[src/rtl/mii_rx_framer.sv]
// mii_rx_framer: MII nibble stream to framed bytes with preamble/SFD detection, optional FCS strip and per-frame status
module mii_rx_framer #(
  parameter int MIN_LEN   = 64,
  parameter int MAX_LEN   = 1518,
  parameter int STRIP_FCS = 1
) (
  input  logic        clk,
  input  logic        rst,
  input  logic        rx_dv,
  input  logic [3:0]  rxd,
  input  logic        rx_err,
  output logic [7:0]  out_data,
  output logic        out_valid,
  output logic        out_sof,
  output logic        out_last,
  output logic        frame_ok,
  output logic        frame_err,
  output logic [10:0] frame_len
);
  localparam int D = STRIP_FCS ? 5 : 1;
  localparam logic [10:0] DL   = 11'(D);
  localparam logic [10:0] MINL = 11'(MIN_LEN);
  localparam logic [10:0] MAXL = 11'(MAX_LEN);
  typedef enum logic [1:0] {IDLE, PREAMBLE, DATA, DROP} state_t;
  state_t      state;
  logic        armed, phase, err, bad;
  logic [3:0]  low;
  logic [10:0] count;
  logic [7:0]  dl [D];
  assign bad = err | phase | (count < MINL);
  always_ff @(posedge clk or negedge rst) begin
    if (!rst) begin
      state     <= IDLE;
      armed     <= 1'b0;
      phase     <= 1'b0;
      err       <= 1'b0;
      low       <= '0;
      count     <= '0;
      out_data  <= '0;
      out_valid <= 1'b0;
      out_sof   <= 1'b0;
      out_last  <= 1'b0;
      frame_ok  <= 1'b0;
      frame_err <= 1'b0;
      frame_len <= '0;
      for (int i = 0; i < D; i++) dl[i] <= '0;
    end else begin
      out_valid <= 1'b0;
      out_sof   <= 1'b0;
      out_last  <= 1'b0;
      frame_ok  <= 1'b0;
      frame_err <= 1'b0;
      if (!rx_dv) armed <= 1'b1;
      case (state)
        IDLE: if (rx_dv) state <= (armed && rxd == 4'h5) ? PREAMBLE : DROP;
        PREAMBLE: begin
          if (!rx_dv || (rxd != 4'h5 && rxd != 4'hd)) state <= IDLE;
          else if (rxd == 4'hd) begin
            state <= DATA;
            phase <= 1'b0;
            count <= '0;
            err   <= 1'b0;
          end
        end
        DATA: begin
          if (rx_dv) begin
            err   <= err | rx_err;
            phase <= ~phase;
            if (!phase) low <= rxd;
            else begin
              count <= (count == 11'h7ff) ? count : count + 11'd1;
              dl[0] <= {rxd, low};
              for (int i = 1; i < D; i++) dl[i] <= dl[i-1];
              if (count >= DL) begin
                out_valid <= 1'b1;
                out_data  <= dl[D-1];
                out_sof   <= count == DL;
              end
              // oversize: close the output frame now and discard the rest
              if (count == MAXL) begin
                out_last  <= 1'b1;
                frame_err <= 1'b1;
                frame_len <= MAXL + 11'd1;
                state     <= DROP;
              end
            end
          end else begin
            state     <= IDLE;
            frame_len <= count;
            frame_ok  <= ~bad;
            frame_err <= bad;
            if (count >= DL) begin
              out_valid <= 1'b1;
              out_data  <= dl[D-1];
              out_sof   <= count == DL;
              out_last  <= 1'b1;
            end
          end
        end
        DROP: if (!rx_dv) state <= IDLE;
        default: state <= IDLE;
      endcase
    end
  end
endmodule

[config.mk]
export PLATFORM = sky130hd
export DESIGN_NAME = mii_rx_framer
export DESIGN_NICKNAME = d
export VERILOG_FILES = /design/src/rtl/mii_rx_framer.sv
export SDC_FILE = /design/constraint.sdc
export NUM_CORES = 1
export LEC_CHECK = 0
export CORE_AREA = 2 2 92 94
export DETAILED_ROUTE_END_ITERATION = 6
export DIE_AREA = 0 0 94 96
export PLACE_DENSITY = 0.67
export SETUP_SLACK_MARGIN = 0.3
export SLEW_MARGIN = 20
export SYNTH_ARGS = -nofsm -noshare
export SYNTH_HDL_FRONTEND = slang
export SYNTH_SLANG_ARGS = --single-unit
[constraint.sdc]
create_clock -name clk -period 4.1 [get_ports clk]
set_clock_uncertainty 0.2 [all_clocks]
set_input_delay 1.025 -clock clk [delete_from_list [all_inputs] [get_ports clk]]
set_output_delay 1.025 -clock clk [all_outputs]
set_load 0.1 [all_outputs]
**Run 1: routed metal per tile**

The bar under the picture is 20 um long. 19 x 19 tiles, from black (low) to pale yellow (high), scaled to the fullest tile. Values are wire area over tile area, all layers added.
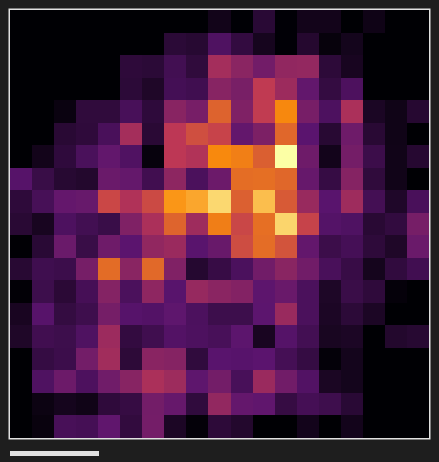
mean over tiles: 0.10
tiles over half the peak: 9.1%
fullest tile: 0.50
emptiest ninth of the die: north-west

**Run 1: local utilization**

The bar under the picture is 20 um long. 9 x 10 tiles, from black (low) to pale yellow (high), 0 to 100% covered.
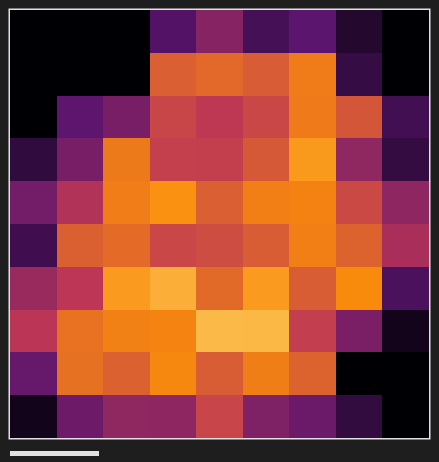
emptiest ninth of the die: north-west
mean over tiles: 44%
fullest tile: 85%

**Run 1: routing congestion map**

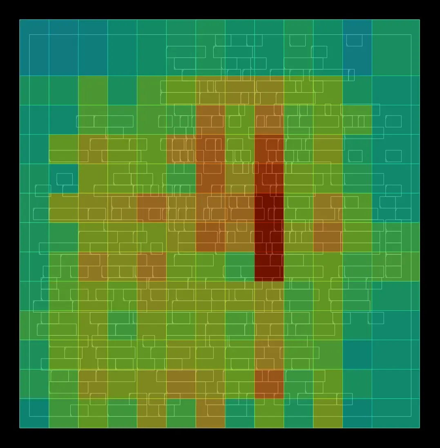
met3 usage: 0.0368
met2 capacity usage during global routing: 0.225
All-Layer GR Usage: 0.153
GRT busiest layer: met2
Wirelength per Cell: 14.8 um

**Run 1: metal 2**

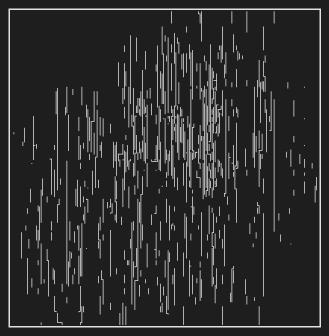
nets with wire on the layer: 269
wire length on this layer: 2720 um
share of all routed wire: 46%
longest straight run: 40.1 um
main direction: vertical

==> results.txt, run 1 <==
Synthesis and place-and-route results.

- Per the post-run analysis, buffers plus inverters along the critical path come to 1.
- The DRC violations left is 0.
- The script logs the ratio of routed vias to standard cells as 5.35.
- The report gives the cell count of the worst hold path as 1.
- After synthesis the netlist holds a flip-flop and latch count of 84.
- CTS built an H-tree with a depth of 3.
- Yosys printed 0 warnings.
- The stage logs contain a warning count of 28.
- The switching share of power is 0.406.
- For the worst-skew pair, the clock arrives at the later sink with an insertion delay of 0.36 ns.
- As logged by OpenROAD, the buffers inserted on ports number 31.
- The post-synthesis cell count is 264.
- The required time at the worst endpoint is listed as 2.87 ns.
- The top flip-flop cell by instance count after synthesis is sky130_fd_sc_hd__dfrtp_1.
- The post-CTS setup buffer count is 0.
- For reference, the clock transition at the flip-flops on the worst setup and hold paths is 0.09 ns.
- The DRC marker count from the first detailed-route iteration is 147.
- The first global-routing pass estimated 10500 um of wire.
- After floorplanning, the die was sized to cover 9020 sq um.
- The number of global-route vias before repair came to 2126.
- The number of cells traversed by the worst register-to-register path is 6.
- The run finished with clean final reports.
- The analysis attributes to cell leakage a power of 0.00182 uW.
- The kind of cell with the highest combined delay on the critical path is buffers and inverters.
- The share of total power dissipated in combinational logic is 0.353.
- The top cell type in the final layout, fill and taps aside, is sky130_fd_sc_hd__dfrtp_1.
- The proportion of layout cells with a drive suffix above 1 is 0.268.
- The worst setup path category is flip-flop to primary output.
- The report counts max-capacitance violations totalling 0.
- The upper clock frequency limit is 325 MHz.
- STA classifies the critical path startpoint as a flip-flop.
- The pin count of the biggest net entering global routing is 85.
- Per the layout report, the design carries 729 filler cells.
- The initial antenna violation count is 0.
- The data arrival time reported for the critical path is 1.85 ns.
- The diode insertion count for antenna repair is 0.
- The maximum count of clock buffers along a single path is 2.
- The remaining global-route overflow is 0.
- The number of library cell types mapped by synthesis is 48.
- Of the total power, registers draw 0.453.
- The yosys synthesis chip area is 3510 sq um.
- The hold-fix buffer count after cts is 0.
- In this run, synthesis inferred 0 flip-flops with an integrated enable.
- Overall power consumption after layout is estimated at 2880 uW.
- Detailed placement ended at an HPWL of 4000 um.
- The final layout contains routed wiring with a total length of 5980 um.
- Setup repair after global routing left no endpoint under its margin.
- The sink of the worst hold path is armed$_DFFE_PN0N_.
-- run 1: area by class of cell --
cell class                 count  area, sq um  area share
clock inverter                 7         63.8      0.0157
multi-input combinational    156         1280       0.314
clock buffer                   9          124      0.0305
sequential                    84         2100       0.517
timing repair buffer          34          334      0.0822
inverter                       8         30.0     0.00739
tap                          105          131      0.0323
-- run 1: worst max path at each step --
stage | start | endpoint | slack [ns] | depth (start not counted)
5_1_grt | frame_len[1]$_DFFE_PN0P_ | frame_len[1] | 0.95 | 1
3_5_place_dp | rx_dv | dl[35]$_DFFE_PN0P_ | 0.73 | 5
2_1_floorplan | rxd[1] | count[5]$_DFFE_PN0P_ | 1.69 | 5
6_report | frame_len[1]$_DFFE_PN0P_ | frame_len[1] | 1.02 | 1
3_3_place_gp | rx_dv | dl[37]$_DFFE_PN0P_ | 0.80 | 5
4_1_cts | frame_len[1]$_DFFE_PN0P_ | frame_len[1] | 1.0 | 1
-- run 1: cells by family after synthesis --
| logic type | after synthesis | synth area share |
|---|---|---|
| simple gates | 58 | 0.0945 |
| mux | 53 | 0.170 |
| flops | 84 | 0.599 |
| compound gates | 42 | 0.0892 |
| fa+ha+maj | 3 | 0.0107 |
| buf+inv | 24 | 0.0367 |
-- run 1: cell usage after synthesis (all sizes together) (3+ instances only) --
cell type | number | area share
or3 | 3 | 0.0054
o22a | 9 | 0.023
a21o | 4 | 0.0089
o22ai | 4 | 0.0071
nand3 | 9 | 0.014
nand2 | 10 | 0.011
ha | 3 | 0.011
a21oi | 6 | 0.0086
nand4 | 5 | 0.0089
inv | 8 | 0.0086
and4 | 3 | 0.0086
clkbuf | 5 | 0.0068
nor2 | 8 | 0.0086
o21ai | 6 | 0.0086
nand2b | 5 | 0.0089
buf | 11 | 0.021
mux2 | 52 | 0.17
o211ai | 3 | 0.0064
dfrtp | 84 | 0.60
nor3 | 4 | 0.0057
-- run 1: through the flow --
stage	cell area [sq um]	utilization	worst slack, ns	hold WS (ns)	instances
after floorplan	3510	-	1.69	0.235	264
after global placement	3870	0.481	0.805	0.253	387
after detailed placement	3870	0.481	0.731	0.266	387
after CTS	4060	0.504	0.998	0.292	403
after global routing	4060	0.505	0.950	0.321	403
final	4060	0.505	1.02	0.296	403
-- run 1: layer usage --
metal	GRT usage	share of wire	vias up
li1	-	-	1021
met1	0.210	0.49	1081
met2	0.225	0.46	48
met3	0.0368	0.041	7
met4	0.0821	0.015	0
met5	0	0	-
-- run 1: state kept, by name, summed over array words and instances, names as in the netlist, 2 cells and up --
| register | count |
|---|---|
| frame_len | 11 |
| dl | 40 |
| low | 4 |
| state | 2 |
| out_data | 8 |
| count | 11 |
-- run 1: power groups by stage --
stage	clock [uW]	combinational, uW	sequential, uW
finish	557	1020	1310
detailed placement	0	1020	1330
global route	615	1080	1350
floorplan	0	394	1710
global placement	0	1000	1310
CTS	577	1030	1310
==> run 2: changes to the inputs <==
--- a/config.mk
+++ b/config.mk
@@ -8,7 +8,7 @@
 export CORE_AREA = 2 2 92 94
 export DETAILED_ROUTE_END_ITERATION = 6
 export DIE_AREA = 0 0 94 96
-export PLACE_DENSITY = 0.67
+export PLACE_DENSITY = 0.7
 export SETUP_SLACK_MARGIN = 0.3
 export SLEW_MARGIN = 20
 export SYNTH_ARGS = -nofsm -noshare
==> constraint.sdc (replaced) <==
create_clock -name clk -period 2.5 [get_ports clk]
set_clock_uncertainty 0.2 [all_clocks]
set_input_delay 0.625 -clock clk [delete_from_list [all_inputs] [get_ports clk]]
set_output_delay 0.625 -clock clk [all_outputs]
set_load 0.1 [all_outputs]
**Run 2: met1 routing**

The bar under the picture is 20 um long.
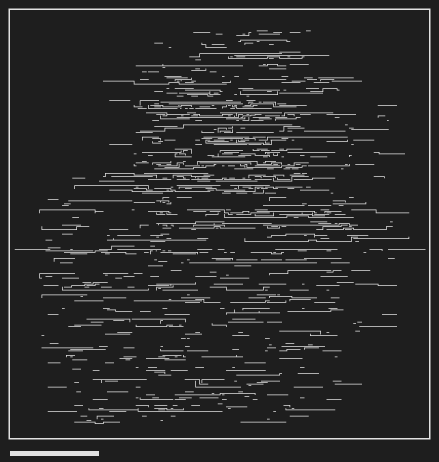
longest straight run: 28.5 um
nets with wire on the layer: 281

==> run 2 against run 1 <==
Wire length increased by 1.4%; sequential power increased by 63%; core utilization is 1.0 points higher; critical path type is now primary input to flip-flop; clock power increased by 72%; final cell count is 3.2% higher; combinational power is 66% higher; largest power group unchanged; critical path depth rose by 5; critical endpoint is now count[6]$_DFFE_PN0P_; non-clock buffer count rose by 13; synthesized cell count did not move; first-iteration DRC count shrank 18%; synthesized area is the same; global-route usage fell by 0.59 points.
==> results.txt, run 2 <==
Synthesis and place-and-route results.

- In the final layout, the registers with the most flip-flops are dl x40, count x11, frame_len x11.
- The required time at the endpoint of the critical path is 2.52 ns.
- The count of H-tree levels built during CTS is 3.
- The initial antenna violation count is 0.
- The summed area of non-filler cells in the final layout is 4150 sq um.
- The run finished with clean final reports.
- The total length of routed wires is 6060 um.
- Setup slack on the critical path of the routed design comes to 0.392 ns.
- The routed design shows a wire length per standard cell of 14.6 um.
- The post-synthesis share of cell area spent on full adders, half adders and majority gates is 0.0107.
- 0 antenna diodes ended up in the layout.
- For this run the top cell type by instance count after synthesis was sky130_fd_sc_hd__dfrtp_1.
- By count the netlist is led by sky130_fd_sc_hd__dfrtp_1, sky130_fd_sc_hd__mux2_2, sky130_fd_sc_hd__nand2_1.
- The stat command in Yosys gives a chip area of 3510 sq um.
- Setup repair after global routing left no endpoint under its margin.
- The cell family contributing the most delay on the critical path is buffers and inverters.
- Synthesis handed over a netlist of 264 instances.
- The maximum count of clock buffers along a single path is 2.
- The register name with the most flops is dl.
- Entering global routing, the biggest net connects 66 pins.
- The remaining global-route overflow is 0.
- The largest total area in the synthesized netlist belongs to sky130_fd_sc_hd__dfrtp_1.
- The worst setup path category is primary input to flip-flop.
- Once layout is complete, the cells apart from fillers number 416.
- The flip-flop count of the largest register, all copies and words added is 40.
- The share of synthesized cell area in and, or, nand and nor gates is 0.0945.
- The number of global-route vias before repair is 2161.
- The commonest register cell is sky130_fd_sc_hd__dfrtp_1.
- Per the synth log, the flip-flop and latch total comes to 84.
- The number of placed instances, taps included is 397.
- By area the synthesized netlist is led by sky130_fd_sc_hd__dfrtp_1, sky130_fd_sc_hd__mux2_2, sky130_fd_sc_hd__o22a_1, sky130_fd_sc_hd__nand3_1, sky130_fd_sc_hd__ha_1.
- For this run the detailed placement stage logged an HPWL of 4120 um.
- The DRC violations left is 0.
- Of the combinational cells, the family taking the most area is multiplexers.
- In this run the cell area measured after placement is 3910 sq um.
- The aoi/oai-family share of the synthesized area is 0.0892.
- The fraction of synthesized area in multiplexers is 0.170.
- The OpenROAD warning count is 28.
- The number of vias per cell after detailed routing is 5.25.
- The upper clock frequency limit is 474 MHz.
- The global routing usage summed across all routing layers is 0.147.
- In this run, the number of DRC markers left after iteration 0 of detailed routing was 121.
- The warning tally printed by Yosys for this design is 0.
- Per the synthesis report, the XOR/XNOR share of the synthesized area is 0.
- The worst hold-check slack is 0.273 ns.
- The first global-routing pass estimated 10400 um of wire.
- The placement report lists the number of port buffers as 31.
-- run 2: report_power, final --
group / switching (uW) / total (uW) / internal [uW]
clock network: 491 / 960 / 468
registers: 311 / 2140 / 1830
logic: 1090 / 1690 / 596
total: 1900 / 4790 / 2890
-- run 2: layout make-up --
type / instances / area, sq um
sequential: 84 / 2100
clock inverter: 7 / 75.1
inverter: 8 / 30.0
multi-input combinational: 156 / 1280
clock buffer: 9 / 124
tap: 105 / 131
fill: 704 / 3910
timing repair buffer: 47 / 398
-- run 2: worst paths after layout --
path	startpoint	to	slack, ns	depth (start not counted)
setup reg to reg	count[0]$_DFFE_PN0P_	count[9]$_DFFE_PN0P_	0.41	5
hold reg to reg	armed$_DFFE_PN0N_	armed$_DFFE_PN0N_	0.27	1
min in group asynchronous	rst	dl[17]$_DFFE_PN0P_	0.49	2
hold / removal	armed$_DFFE_PN0N_	armed$_DFFE_PN0N_	0.27	1
setup / recovery	rxd[1]	count[6]$_DFFE_PN0P_	0.39	6
max in group asynchronous	rst	count[1]$_DFFE_PN0P_	0.98	3
-- run 2: cells by family after synthesis --
kind of cell    Yosys count
flops                    84
simple gates             58
mux                      53
compound gates           42
buf+inv                  24
fa+ha+maj                 3
-- run 2: repair_timing --
item                                    4_1_cts  5_1_grt
gates resized                                 0        4
hold endpoints to repair                     19        0
hold buffers                                  1        0
buffers inserted                              0        2
endpoints found under the setup margin        0       11
-- run 2: metal layers --
metal	part of all wire	global-route usage
met4	0.016	0.0543
met3	0.038	0.0337
met5	0	0
met1	0.47	0.201
met2	0.47	0.230
-- run 2: metrics by stage --
stage	total power [uW]	utilization
after floorplan	3450	-
after global placement	3790	0.486
after detailed placement	3850	0.486
after CTS	4810	0.512
after global routing	5060	0.515
final	4790	0.515
==> run 3: changes to the inputs <==
==> constraint.sdc (replaced) <==
create_clock -name clk -period 1.7 [get_ports clk]
set_clock_uncertainty 0.2 [all_clocks]
set_input_delay 0.425 -clock clk [delete_from_list [all_inputs] [get_ports clk]]
set_output_delay 0.425 -clock clk [all_outputs]
set_load 0.1 [all_outputs]
**Run 3: routing congestion map**

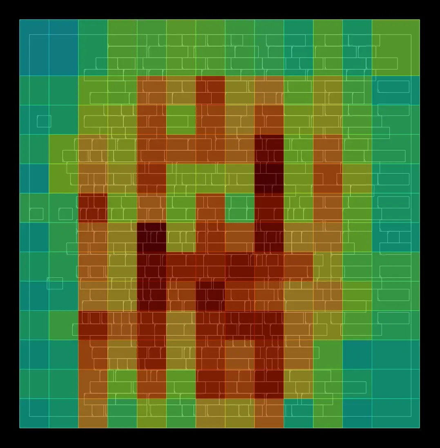
All-Layer GR Usage: 0.235
Wirelength per Cell: 21.5 um
met3 usage: 0.0415

==> run 3 against run 2 <==
The run now ends with setup timing left; largest cell class unchanged; final cell count grew 16%; global-route usage grew 8.8 points; sequential power grew 57%; hold slack lost 0.035 ns; non-clock buffer count grew 65; critical path depth is the same; die area is the same; register-to-register slack lost 0.72 ns; wire length grew 71%; largest power group is now combinational logic.
==> results.txt, run 3 <==
Synthesis and place-and-route results.

- The run finished, with violations left.
- The checks that failed: setup timing.
- The DRC marker count from the first detailed-route iteration is 248.
- The remaining max-slew budget at the tightest pin is 0.736.
- Per the synth log, the flip-flop and latch total comes to 84.
- For this run the top cell type by instance count after synthesis was sky130_fd_sc_hd__dfrtp_1.
- The worst setup path is of the flip-flop to flip-flop kind.
- For the final routed database, the setup TNS stands at -11.01 ns.
- The summed area of non-filler cells in the final layout is 5620 sq um.
- The final layout contains 383 nets.
- The transition time recorded at the tightest slew-check pin is 0.392 ns.
- The commonest register cell is sky130_fd_sc_hd__dfrtp_1.
- Counting instances in the post-synthesis netlist gives the leading cell types as sky130_fd_sc_hd__dfrtp_1, sky130_fd_sc_hd__mux2_2, sky130_fd_sc_hd__nand2_1.
- The number of library cell types mapped by synthesis is 48.
- TritonCTS built the clock tree.
- For this run, the script counts the antenna cells in the layout as 0.
- The total length of routed wires is 10400 um.
- In this run the worst setup path begins at count[4]$_DFFE_PN0P_.
- The HPWL after detailed placement is 4940 um.
- The residual antenna-violating net count after detailed routing is 0.
- At the later pin of the worst-skew pair, clock insertion delay measures 0.36 ns.
- The width of the chip is 94 um.
- The register with the most flip-flops in the final layout is dl.
- Final hold analysis gives a worst-case slack of 0.238 ns.
- The script parses the final routing iteration and logs DRC violations as 0.
- The relative area change from synthesis to final layout is 60.1%.
- The total overflow left after global routing is 0.
- The most used logic cell in the final layout is sky130_fd_sc_hd__dfrtp_1.
- The initial standard-cell utilization of the core is 0.436.
- Looking at the reg2reg group, the worst path ends at out_data[7]$_DFFE_PN0P_.
- The capturing element type of the critical path is a flip-flop.
- The die is 96 um tall.
- The number of vias per cell after detailed routing is 5.81.
- The die covers 9020 sq um.
- The routed via count is 2801.
- After synthesis, the cell types taking the most area are sky130_fd_sc_hd__dfrtp_1, sky130_fd_sc_hd__mux2_2, sky130_fd_sc_hd__o22a_1, sky130_fd_sc_hd__nand3_1, sky130_fd_sc_hd__ha_1.
- The buffer type at the clock tree root is sky130_fd_sc_hd__clkbuf_8.
- For reference, the final report shows the hold violation count at 0.
- The initial antenna violation count is 0.
- After detailed placement, the total cell area comes to 4640 sq um.
- In the synthesized netlist, the number of instances is 264.
- The capture point of the worst path is out_data[7]$_DFFE_PN0P_.
- The largest stage delay on the critical path is 0.43 ns.
- Post-synthesis, Yosys gives the total cell area as 3510 sq um.
- The critical path endpoint has a required time of 1.76 ns.
- The core footprint is 8050 sq um.
- The registers reported with the highest flop counts are dl x40, count x11, frame_len x11.
- RePlAce ended its routability-driven mode at a weighted congestion of 0.890.
- The count of standard-cell rows is 33.
- In this run the deepest clock path goes through 2 buffers.
- The pin count of the biggest net entering global routing is 41.
- Counting the buffers created by CTS gives 9.
- The global-route wire length before repair is 15700 um.
- The average instance in the mapped netlist occupies 13.3 sq um.
- In the final layout, the share of cells above drive strength 1 is 0.639.
- In this run the power density over the cells is 1600 nW/um^2.
- For this run, the register share of the synthesized area comes to 0.599.
- The number of fill cells is 484.
- For the finished layout, the period the worst path requires is 2.01 ns.
- The share of async-settable or async-resettable flops after synthesis is 1.00.
- The logs give a warning total of 32.
- The number of synthesized flops with an enable pin is 0.
- The number of cells in the yosys synthesis report is 264.
- The upper clock frequency limit is 498 MHz.
- The worst register-to-register path depth is 6.
- The signal on the critical path passes through nor4_2 -> buf_4 -> nand4_1 -> buf_6 -> nand3_4 -> mux2_4.
- VDD sags by at most 0.620 mV.
- In this run the worst path has a maximum fanout of 5.
- For this design, the slowest cell found on the critical path is sky130_fd_sc_hd__dfrtp_1.
- In this run the count of I/O pins placed on the die edge is 32.
- Note that the worst hold path type here is primary input to async pin.
- The library cell occupying the most area in the post-synthesis netlist is sky130_fd_sc_hd__dfrtp_1.
- In this run the static leakage power is 0.00266 uW.
- The count of H-tree levels built during CTS is 3.
- The first-pass iteration count of the detailed router is 5.
- Setup repair after global routing could not meet its margin everywhere.
- Per the run summary, max-cap violations total 0.
- At the worst endpoint, the arrival time is 2.06 ns.
- The internal reg-to-reg setup slack is -0.31 ns.
- From the final report, the count of setup violators was given as 74.
- The clock slew at the register clock pins of the worst setup and hold paths is 0.09 ns.
- The launch point of the worst register-to-register path is recorded as count[4]$_DFFE_PN0P_.
- The flip-flop count of the largest register, all copies and words added is 40.
- The area fraction of the largest cell type after synthesis is 0.599.
- The number of global-route vias before repair is 2858.
- The final worst-path setup slack is -0.308 ns.
- For this run, the number of Yosys warnings is 0.
- The sort of element at the start of the critical path is a flip-flop.
- The floorplan net count is 275.
- The number of buffers inserted by port buffering is 31.
[run 3: where the power goes]
part / internal [uW] / switching (uW)
Sequential: 2730 / 624
Combinational: 2060 / 2110
Clock: 692 / 780
Total: 5480 / 3520
[run 3: what timing repair did]
| action | in CTS | in global routing |
|---|---|---|
| endpoints found under the setup margin | 107 | 106 |
| gates cloned | 6 | 0 |
| resized | 83 | 31 |
| hold buffers | 1 | 0 |
| setup buffers | 19 | 9 |
| endpoints found under the hold margin | 84 | 0 |
| pin swaps | 18 | 12 |
[run 3: cell families (layout without fill, tap and decap cells)]
logic type,count (synthesis),count (layout),share of synthesized area
multiplexers,53,53,0.170
AND/OR/NAND/NOR,58,59,0.0945
adder cells (fa/ha/maj),3,3,0.0107
buffers and inverters,24,136,0.0367
AND-OR/OR-AND,42,42,0.0892
flip-flops,84,84,0.599
[run 3: area by class of cell]
| class | count | area [sq um] | area share |
|---|---|---|---|
| Timing Repair Buffer | 112 | 1430 | 0.255 |
| Inverter | 8 | 32.5 | 0.00579 |
| Tap cell | 105 | 131 | 0.0234 |
| Sequential cell | 84 | 2130 | 0.380 |
| Multi-Input combinational cell | 157 | 1690 | 0.300 |
| Clock inverter | 6 | 71.3 | 0.0127 |
| Clock buffer | 10 | 128 | 0.0227 |
[run 3: per-layer routing]
metal / up-vias / wire length, um / GRT usage
met3: 58 / 465 / 0.0415
met1: 1427 / 4040 / 0.280
met5: - / 0 / 0
met4: 0 / 554 / 0.132
met2: 131 / 5320 / 0.405
li1: 1185 / - / -
[run 3: critical path, delay by kind of cell, from the launching register on]
kind / cells / cell delay [ns]
buf+inv: 2 / 0.35
flops: 1 / 0.43
mux: 1 / 0.31
simple gates: 3 / 0.60
[run 3: worst min-delay path by stage]
stage,from,cells after the start,endpoint
finish,rst,2,err$_DFFE_PN0P_
CTS,rst,2,err$_DFFE_PN0P_
floorplan,rst,0,armed$_DFFE_PN0N_
global route,rst,2,armed$_DFFE_PN0N_
global placement,rst,1,err$_DFFE_PN0P_
detailed placement,rst,1,err$_DFFE_PN0P_
[run 3: metrics by stage]
stage,worst slack (ns),std cells,util,total power (uW)
detailed placement,-0.584,431,0.576,6540
floorplan,-0.243,264,-,5260
global placement,-0.550,431,0.576,6430
global route,-0.346,482,0.698,9320
CTS,-0.219,473,0.673,8570
finish,-0.308,482,0.698,9000
Power is estimated from default activity; no workload was simulated.
